Design ub_readback_streamer, sky130hd; sources not shown.
**Signal wires on met1**

Scale bar: 50 µm.
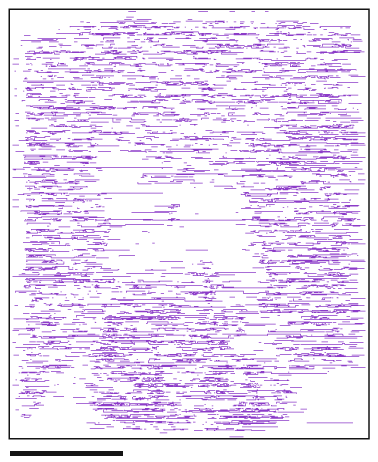
share of all routed wire: 39%
nets with wire on the layer: 1,839
wire length on this layer: 14,700 µm
longest straight run: 60.7 µm
main direction: horizontal
met1 Track Usage GR: 29.9%
total detailed-routing wirelength: 38,000 µm
overall via count from detail_route: 11.6k

**The metal 2 layer**

Scale bar: 50 µm. Cells faint in the background.
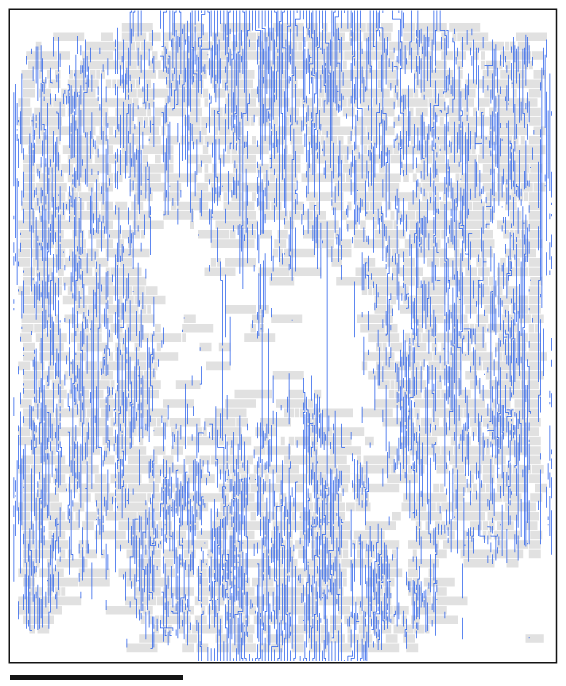
main direction: vertical
wire length on this layer: 18,800 µm
met2 usage: 43.3%

==> qor.tcl <==
set qor(outcome) {finished clean}
set qor(antennaDiodeCount) 8
set qor(nClkBuffers) 55
set qor(number_of_well_taps) 379
set qor(hold_path.class) {in -> async}
set qor(die_height_um) 189
set qor(placementRows) 67
set qor(critPathArrivalTime_ns) 3.45
set qor(worstSkewPairLatency_ns) 0.51
set qor(yosys.cell_types.count) 57
set qor(io_pins) 314
set qor(critical_path_most_common_cell) {sky130_fd_sc_hd__ha_1}
set qor(flops) 312
set qor(synthCells) 1448
set qor(synth_flop_count) 312
set qor(synthTopLogicFamily) {multiplexers}
set qor(seq_power_share_pct) 46.8
set qor(route.detailed.wl_per_inst_um) 17.9
set qor(sequential_cell_area_um2) 7810
set qor(detail_route.vias_per_cell) 5.45
set qor(timing.final.max_slew_violations) 0
set qor(setup_viol_count_final) 0
set qor(final_nets) 2009
set qor(period_utilization_post_route_pct) 86.6
set qor(unrepaired_setup_endpoints_after_global_routing) {no}
set qor(worst_slew_margin_rel_pct) 31.0
set qor(dr_wl_met3_um) 3050
set qor(drive_above_1_share_pct) 4.82
set qor(yosys_stat_area_um2) 14800
set qor(openroad.warnings) 35
set qor(drt.antenna.violating_nets) 0
set qor(tightestPinTransition_ns) 1.04
set qor(global_route_usage_sum_pct) 25.3
set qor(yosysCellCount) 1448
set qor(largest_register_ff_count) 256
set qor(yosysSeqAreaShare_pct) 52.9
set qor(finalHoldViolations) 0
set qor(switch_share_pct) 31.5
set qor(number_of_buffers_inserted_by_post_cts_setup_repair) 0
set qor(holdBufCountCts) 0
set qor(avgSynthCellArea_um2) 10.2
set qor(mostFrequentLayoutCells) {312 x sky130_fd_sc_hd__dfrtp_1, 312 x sky130_fd_sc_hd__clkdlybuf4s50_1, 290 x sky130_fd_sc_hd__nand2_1, 268 x sky130_fd_sc_hd__o21ai_0, 250 x sky130_fd_sc_hd__mux2i_1}
set qor(number_of_enable_type_register_cells_in_the_synthesized_netlist) 0
set qor(nFillCells) 2118
set qor(reg2regPathDepth) 10
set qor(synth-warning-count) 0
set qor(synthAdderAreaFrac_pct) 1.19
set qor(cp.required_ns) 3.93
set qor(leakage_uw) 0.00814
set qor(mappedNetlistNets) 1740
set qor(overflow) 0
set qor(place.port_buffers) 313
set qor(placed_cells_incl_taps) 2059
set qor(clk-power_uw) 3520
set qor(synthTopCellsByCount) {312 x sky130_fd_sc_hd__dfrtp_1, 290 x sky130_fd_sc_hd__nand2_1, 268 x sky130_fd_sc_hd__o21ai_0, 250 x sky130_fd_sc_hd__mux2i_1, 50 x sky130_fd_sc_hd__clkbuf_1}
set qor(cp.depth) 10
set qor(max_cap_viol_count) 0
set qor(grt_pass1_wl_um) 60000
set qor(layout.cells.non_filler) 2128
set qor(synth.mux.area_fraction_pct) 17.0
set qor(area.share.sequential_pct) 40.4
set qor(finalWorstSetupSlack_ns) 0.476
set qor(synth.area.top_cells) {sky130_fd_sc_hd__dfrtp_1 53%, sky130_fd_sc_hd__mux2i_1 17%, sky130_fd_sc_hd__o21ai_0 9.1%, sky130_fd_sc_hd__nand2_1 7.4%, sky130_fd_sc_hd__clkbuf_1 1.3%}
set qor(final.min_clock_period_ns) 3.06
set qor(crit_slowest_cell) {sky130_fd_sc_hd__o21ai_1}
set qor(simple_gate_area_share_pct) 11.5
set qor(dr.max_layer_used) {met5}
set qor(use_met3_pct) 6.97
set qor(peakVddDrop_v) 0.000447
set qor(final.signal_inverter_count) 15
set qor(final-comb-area_um2) 6410
set qor(power.combinational.fraction_pct) 25.5
set qor(clock_slew_seen_by_the_registers_of_the_worst_setup_and_hold_paths_ns) 0.06
set qor(power-top-group) {sequential cells}
set qor(clock-sinks) 312
No activity file was given, so power comes from the tool's default toggle rates.
